===== config.mk =====
export PLATFORM = sky130hd
export DESIGN_NAME = hwag_cap_cond
export DESIGN_NICKNAME = d
export VERILOG_FILES = /design/src/rtl/hwag_cap_cond.sv
export SDC_FILE = /design/constraint.sdc
export NUM_CORES = 1
export LEC_CHECK = 0
export CAP_MARGIN = 0
export CORE_MARGIN = 4
export CORE_UTILIZATION = 55
export CTS_BUF_LIST = sky130_fd_sc_hd__clkbuf_4
export CTS_CLUSTER_SIZE = 30
export DETAILED_ROUTE_END_ITERATION = 7
export PLACE_DENSITY = 0.9
export SLEW_MARGIN = 20
export SYNTH_ARGS = -nofsm -noshare
export SYNTH_HDL_FRONTEND = slang
export SYNTH_SLANG_ARGS = --single-unit

===== constraint.sdc =====
create_clock -name clk -period 10 [get_ports clk]
set_input_delay 1 -clock clk [delete_from_list [all_inputs] [get_ports clk]]
set_output_delay 1 -clock clk [all_outputs]
set_load 0.005 [all_outputs]

===== src/rtl/hwag_cap_cond.sv =====
// rtl/hwag_cap_cond.sv - crank-sensor input conditioner: sync, glitch filter, tooth period capture and plausibility check
// Feeds hwag with filtered level, accepted-edge strobe, measured period and error status.
module hwag_cap_cond #(
   parameter int PW = 24,
   parameter int FW = 8
) (
   input  logic          clk,
   input  logic          nrst,
   input  logic          cap_in,
   input  logic          edge_sel,
   input  logic [FW-1:0] flt_len,
   input  logic [PW-1:0] cap_min,
   input  logic [PW-1:0] cap_max,
   output logic          cap_out,
   output logic          cap_edge,
   output logic [PW-1:0] cap_period,
   output logic          cap_valid,
   output logic          err_short,
   output logic          err_long,
   output logic          cap_stall,
   output logic          cap_run
);

   typedef enum logic {IDLE, RUN} state_t;

   logic          sync1_q, sync2_q;
   logic [FW-1:0] fcnt_q, fcnt_d;
   logic          cap_out_q, cap_out_d, cap_prev_q;
   logic [PW-1:0] pcnt_q, pcnt_inc;
   logic [PW:0]   p_ext;
   logic [PW-1:0] period_p;
   logic          pcnt_max, act_edge;
   state_t        state_q;
   logic          edge_q, valid_q, short_q, long_q, stall_q;
   logic [PW-1:0] period_q;

   always_ff @(posedge clk or negedge nrst) begin
      if (!nrst) begin
         sync1_q    <= 1'b0;
         sync2_q    <= 1'b0;
         fcnt_q     <= '0;
         cap_out_q  <= 1'b0;
         cap_prev_q <= 1'b0;
      end else begin
         sync1_q    <= cap_in;
         sync2_q    <= sync1_q;
         fcnt_q     <= fcnt_d;
         cap_out_q  <= cap_out_d;
         cap_prev_q <= cap_out_q;
      end
   end

   // The synchronised level must differ from cap_out for flt_len+1 consecutive cycles to be taken.
   always_comb begin
      fcnt_d    = fcnt_q;
      cap_out_d = cap_out_q;
      if (sync2_q == cap_out_q) begin
         fcnt_d = '0;
      end else if (fcnt_q == flt_len) begin
         cap_out_d = sync2_q;
         fcnt_d    = '0;
      end else begin
         fcnt_d = fcnt_q + 1'b1;
      end
   end

   assign act_edge = (cap_out_q != cap_prev_q) && (cap_out_q == ~edge_sel);
   assign pcnt_max = (pcnt_q == '1);
   assign pcnt_inc = pcnt_max ? pcnt_q : pcnt_q + 1'b1;
   assign p_ext    = {1'b0, pcnt_q} + 1'b1;
   assign period_p = p_ext[PW] ? '1 : p_ext[PW-1:0];

   always_ff @(posedge clk or negedge nrst) begin
      if (!nrst) begin
         state_q  <= IDLE;
         pcnt_q   <= '0;
         edge_q   <= 1'b0;
         valid_q  <= 1'b0;
         short_q  <= 1'b0;
         long_q   <= 1'b0;
         stall_q  <= 1'b0;
         period_q <= '0;
      end else begin
         edge_q  <= 1'b0;
         valid_q <= 1'b0;
         short_q <= 1'b0;
         long_q  <= 1'b0;
         pcnt_q  <= pcnt_inc;
         case (state_q)
            IDLE: begin
               // First edge only establishes the reference point; there is no period yet.
               if (act_edge) begin
                  edge_q  <= 1'b1;
                  pcnt_q  <= '0;
                  stall_q <= 1'b0;
                  state_q <= RUN;
               end
            end
            RUN: begin
               if (act_edge && period_p >= cap_min) begin
                  edge_q   <= 1'b1;
                  valid_q  <= 1'b1;
                  period_q <= period_p;
                  pcnt_q   <= '0;
                  stall_q  <= 1'b0;
                  long_q   <= (period_p > cap_max);
               end else begin
                  if (act_edge) short_q <= 1'b1;
                  if (period_p > cap_max) stall_q <= 1'b1;
                  if (pcnt_max) state_q <= IDLE;
               end
            end
            default: state_q <= IDLE;
         endcase
      end
   end

   assign cap_out    = cap_out_q;
   assign cap_edge   = edge_q;
   assign cap_valid  = valid_q;
   assign cap_period = period_q;
   assign err_short  = short_q;
   assign err_long   = long_q;
   assign cap_stall  = stall_q;
   assign cap_run    = (state_q == RUN);

endmodule


Fig. 1: run 1, cell classes on the final placement
(4 px per µm) Fill, decap, tap and diode cells in grey.
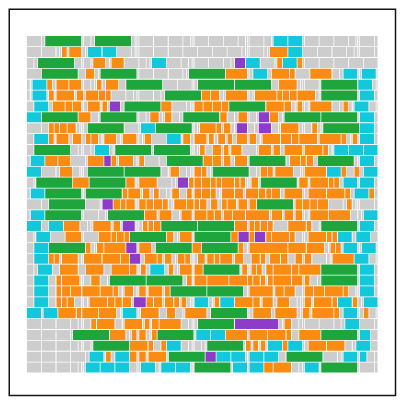
legend:
  combinational and other logic:
    colour: orange
    cells: 360
    share_of_their_area: 49%
  clock drivers and dummy loads:
    colour: purple
    cells: 16
    share_of_their_area: 2.7%
  other buffers and delay cells:
    colour: cyan
    cells: 91
    share_of_their_area: 17%
  flops:
    colour: green
    cells: 66
    share_of_their_area: 31%
final instance area: 5390 µm²
sequential share of cell area: 0.307
fin util: 0.727
Core Area: 7410 µm²

Fig. 2: run 1, clock wiring as the flow saved it
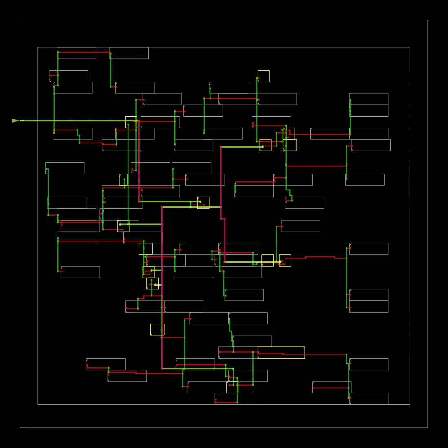
# clk buffers: 9
clock net sink count: 66
Final Skew: 10.3 ps
Clock Latency Late Sink: 430 ps

==> flow_summary.toml, run 1 <==
# synthesis and place-and-route metrics
[clocking]
cts_buffers = 9
clkSlewWorstSetupHoldPaths_ps = 120
cts_setup_buffers = 0

[setup_path]
worstPathArrival_ps = 4890
required_ps = 10320
cp-end-kind = "flop"

[yosys]
edf_count = 0
yosysWarnings = 0
ys_cells = 434
synth_flops = 66
synth_top_cell_by_area = "dfrtp_1"

[placement]
postPlaceCellArea_um2 = 5240
place.gp.congestion = 0.888

[job]
maxCapViolations = 0
warnings = 26

[timing]
rsz0062_at_grt = "no"
fmax_ghz = 0.219

[drt]
drtIter0Drc = 274
drc = 0
wl_um = 10200
via_per_inst = 5.58
drtAntennaViolNets = 0
vias = 3527

[die]
io_pins = 91
die_w_um = 96.2

[grt]
gr-total-overflow = 0

[min_path]
hp-class = "flop to flop"
hold_depth = 0

[outcome]
status = "complete, no violations"
Fig. 3: run 1, a small window of the routed layout
Region (36, 36) to (61, 61) µm. Cells in grey, sequential cells in the stronger grey; small squares are vias.
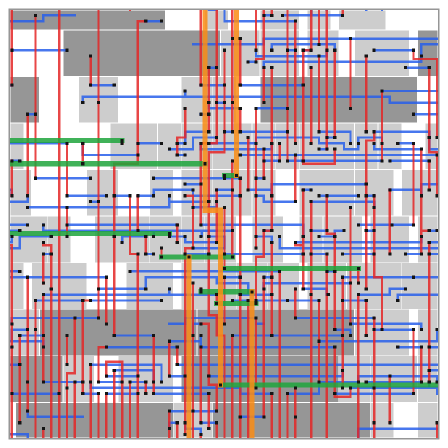
legend:
  metal 1:
    colour: blue
  metal 4:
    colour: orange
  metal 2:
    colour: red
  metal 3:
    colour: green
cells with their middle in the window: 60
most frequent: nand2_1 (10), a21oi_1 (10), dfrtp_1 (7)
netlist names of flops here include: pcnt_q (7)
sequential cells in the window: 7

## run 1: cell type report
| cell class | count | area (µm²) |
|---|---|---|
| clock buffers | 9 | 67.6 |
| clock inverters | 7 | 76.3 |
| fillers | 541 | 2020 |
| inverters | 50 | 188 |
| multi-input cells | 310 | 2370 |
| flip-flops and latches | 66 | 1650 |
| well taps | 99 | 124 |
| repair buffers | 91 | 903 |
## run 1: metrics by stage
stage                     total power [mW]  hold WS [ps]
after floorplan                      0.498           331
after global placement               0.581           334
after detailed placement             0.601           345
after CTS                            0.789           372
after global routing                 0.840           396
final                                0.789           369
## run 1: critical path, stage by stage, from the launching register on
cell and delay (ps):
dfrtp_1 420, nand4_1 160, nor4_1 470, and2_1 310, nand2_2 410, and2_1 390, ha_1 280, nand2b_1 110
a31oi_1 110, o221ai_2 270, a311oi_4 200, a21oi_4 900, mux2_2 420
## run 1: synthesized netlist by cell type (4+ instances only)
cell	number
nor2_1	21
nor2b_1	8
and3_1	10
mux2_2	8
dfrtp_1	66
nand3_1	18
nand2_1	40
o21ai_0	7
xor2_1	13
inv_1	50
nor3_1	5
nand2b_1	4
ha_1	50
nand4_1	13
a21o_1	5
mux2_4	17
a21oi_1	41
xnor2_1	19
## run 1: worst paths after layout
kind / end / slack, ps
worst max-delay path: cap_period[3] / 5430
worst min-delay path: sync2_q / 370
worst max register to register: cap_period[3] / 5430
worst min register to register: sync2_q / 370
max in group asynchronous: pcnt_q[5] / 8710
min in group asynchronous: cap_period[15] / 720
## run 1: routing by layer
layer  wire length [µm]  up-vias  share of wire  track usage
li1                   -     1684              -            -
met1               4110     1708           0.40        0.275
met2               5240      106           0.51        0.415
met3                556       29          0.055       0.0446
met4                270        0          0.027        0.107
met5                  0        -              0            0
## run 1: flip-flops by register name, indices dropped and copies added, names as in the netlist
| register | flops |
|---|---|
| cap_period | 24 |
| pcnt_q | 24 |
| fcnt_q | 8 |
| cap_edge | 1 |
| cap_out | 1 |
| cap_prev_q | 1 |
| cap_run | 1 |
| cap_stall | 1 |
| cap_valid | 1 |
| err_long | 1 |
| err_short | 1 |
| sync1_q | 1 |
| sync2_q | 1 |
## run 1: power breakdown
| part | internal [mW] | switching (mW) | leakage, nW | total, mW |
|---|---|---|---|---|
| Clock | 0.0781 | 0.111 | 0.0733 | 0.189 |
| Sequential | 0.297 | 0.0321 | 0.891 | 0.329 |
| Combinational | 0.126 | 0.145 | 1.75 | 0.271 |
## run 1: cell families after synthesis
group,count (synthesis),share of synthesized area
and+or+nand+nor,130,0.150
adders and majority gates,50,0.146
xor gates and xnor gates,32,0.0655
AOI/OAI and AO/OA,71,0.108
muxes,27,0.0854
buffers and inverters,58,0.0588
DFF,66,0.386
Fig. 4: run 1, clock network drawn from the DEF
(6 px per µm)
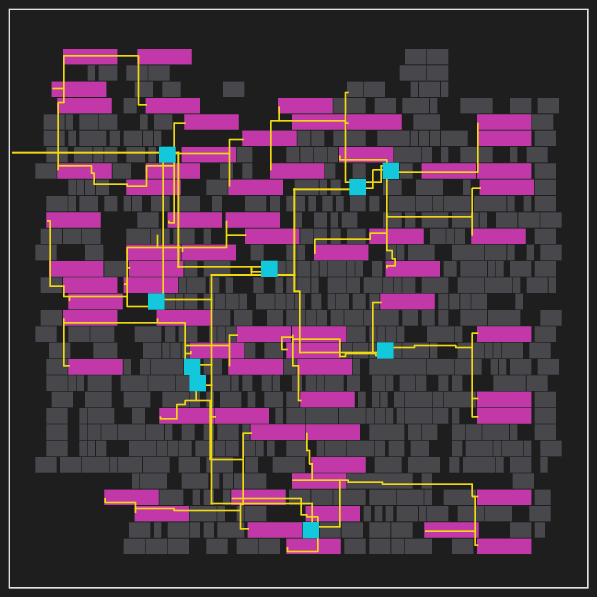

--- run 2 (diff from run 1) ---
--- a/config.mk
+++ b/config.mk
@@ -7,11 +7,11 @@
 export LEC_CHECK = 0
 export CAP_MARGIN = 0
 export CORE_MARGIN = 4
-export CORE_UTILIZATION = 55
+export CORE_UTILIZATION = 48
 export CTS_BUF_LIST = sky130_fd_sc_hd__clkbuf_4
 export CTS_CLUSTER_SIZE = 30
 export DETAILED_ROUTE_END_ITERATION = 7
-export PLACE_DENSITY = 0.9
+export PLACE_DENSITY = 0.84
 export SLEW_MARGIN = 20
 export SYNTH_ARGS = -nofsm -noshare
 export SYNTH_HDL_FRONTEND = slang
==> constraint.sdc (replaced) <==
create_clock -name clk -period 3.95 [get_ports clk]
set_input_delay 0.395 -clock clk [delete_from_list [all_inputs] [get_ports clk]]
set_output_delay 0.395 -clock clk [all_outputs]
set_load 0.005 [all_outputs]
Fig. 5: run 2, clock network drawn from the DEF
(6 px per µm)
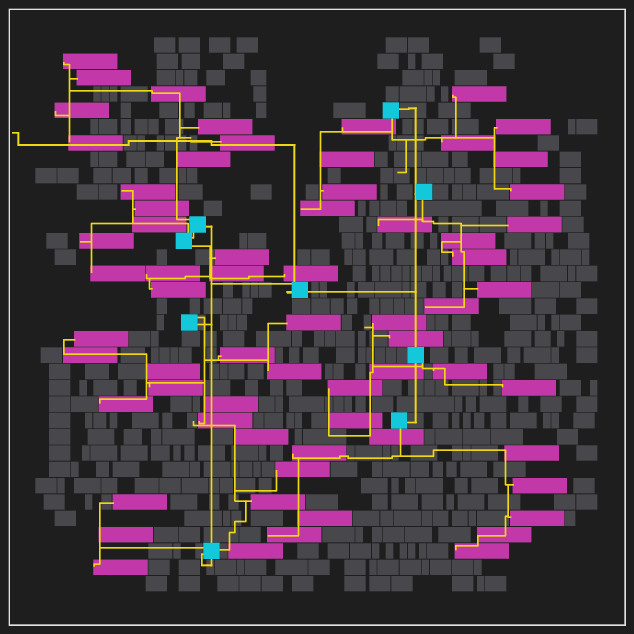
legend:
  clock drivers:
    colour: cyan
    count: 9
  flip-flops:
    colour: magenta
    count: 66
  clock wires:
    colour: yellow
    length: 856 µm
routed clock nets: 10
Clk pwr share: 0.220
P_clk: 0.428 mW
Final Skew: 13.4 ps
Clock Latency Late Sink: 420 ps

==> flow_summary.toml, run 2 <==
# synthesis and place-and-route metrics
[setup_path]
crit_fanout = 22
cp-endpoint = "cap_period[6]"
cp-end-kind = "flop"
regToRegSetupSlack_ps = 300
worstSetupPathType = "flop to flop"
worstReg2RegEnd = "cap_period[6]"
worstPathArrival_ps = 3960

[yosys]
top_cells_by_count = "dfrtp_1 (66), ha_1 (50), inv_1 (50)"
ys_cells = 434
synth_flops = 66
most_common_cell = "dfrtp_1"
synth_top_cell_by_area = "dfrtp_1"
ys_seq_frac = 0.386
yosysWarnings = 0

[min_path]
hp-class = "flop to flop"

[grt]
grt_use_total = 0.208
gr-total-overflow = 0

[outcome]
status = "complete, no violations"

[job]
warnings = 26
maxCapViolations = 0

[drt]
vias = 3567
drc = 0
routedWlPerCell_um = 15.6
drtIter0Drc = 124
wl_um = 10200
via_per_inst = 5.45

[die]
num_rows = 34
core-area_um2 = 8680
die_w_um = 102

[pwr]
total_power_mw = 1.94

[clocking]
cts_setup_buffers = 0
clkSlewWorstSetupHoldPaths_ps = 100
cts_buffers = 9

[placement]
place.gp.congestion = 0.854
dpl.hpwl_um = 8040
postPlaceCellArea_um2 = 5370

[timing]
rsz0062_at_grt = "no"
period_used_share = 0.924

[finish]
design_area_um2 = 5520
==> run 2: how the worst min path moves through the flow <==
stage / to / cells after the start / startpoint
after floorplan: cap_edge / 0 / nrst
after global placement: cap_period[14] / 1 / nrst
after detailed placement: cap_period[15] / 1 / nrst
after CTS: sync2_q / 0 / sync1_q
after global routing: sync2_q / 0 / sync1_q
final: sync2_q / 0 / sync1_q
==> run 2: power by group <==
group / internal, mW / switching, mW
Combinational: 0.321 / 0.357
Sequential: 0.751 / 0.0841
Clock: 0.190 / 0.238
==> run 2: through the flow <==
| stage | hold WS (ps) | utilization |
|---|---|---|
| final | 357 | 0.637 |
| after global routing | 382 | 0.637 |
| after CTS | 362 | 0.634 |
| after detailed placement | 331 | 0.619 |
| after global placement | 323 | 0.619 |
| after floorplan | 99.4 | - |
==> run 2: layout make-up <==
class                      count  area [µm²]
fill                         699        3150
tap                          108         135
timing repair buffer         106        1030
clock inverter                 5        46.3
multi-input combinational    310        2400
inverter                      50         188
sequential                    66        1650
clock buffer                  10        75.1
==> run 2: critical path, cell delays in order (launching register included) <==
cell and delay, ps:
dfrtp_1 430, nand4_1 260, nor3_1 470, nand3_1 150, xor2_1 200, nand2_1 160
ha_1 330, nand4_1 200, nor4_2 290, buf_4 170, a311oi_4 110, a21oi_4 210
buf_12 220, mux2_2 360
==> run 2: cells by family (layout without fill, tap and decap cells) <==
kind of cell	count (synthesis)	in the layout	synth area share
compound gates	71	71	0.108
xor+xnor	32	32	0.0655
fa+ha+maj	50	50	0.146
buf+inv	58	171	0.0588
flops	66	66	0.386
mux	27	27	0.0854
simple gates	130	130	0.150
==> run 2: what timing repair did <==
action                                  4_1_cts  5_1_grt
gates resized                                 0        4
endpoints found under the hold margin        15        0
hold buffers                                  1        0
endpoints found under the setup margin        0       49
==> run 2: per-layer routing <==
metal,share of wire,global-route usage
met5,0,0
met4,0.032,0.0858
met3,0.047,0.0280
met2,0.51,0.363
met1,0.41,0.257
Power is estimated from default activity; no workload was simulated.
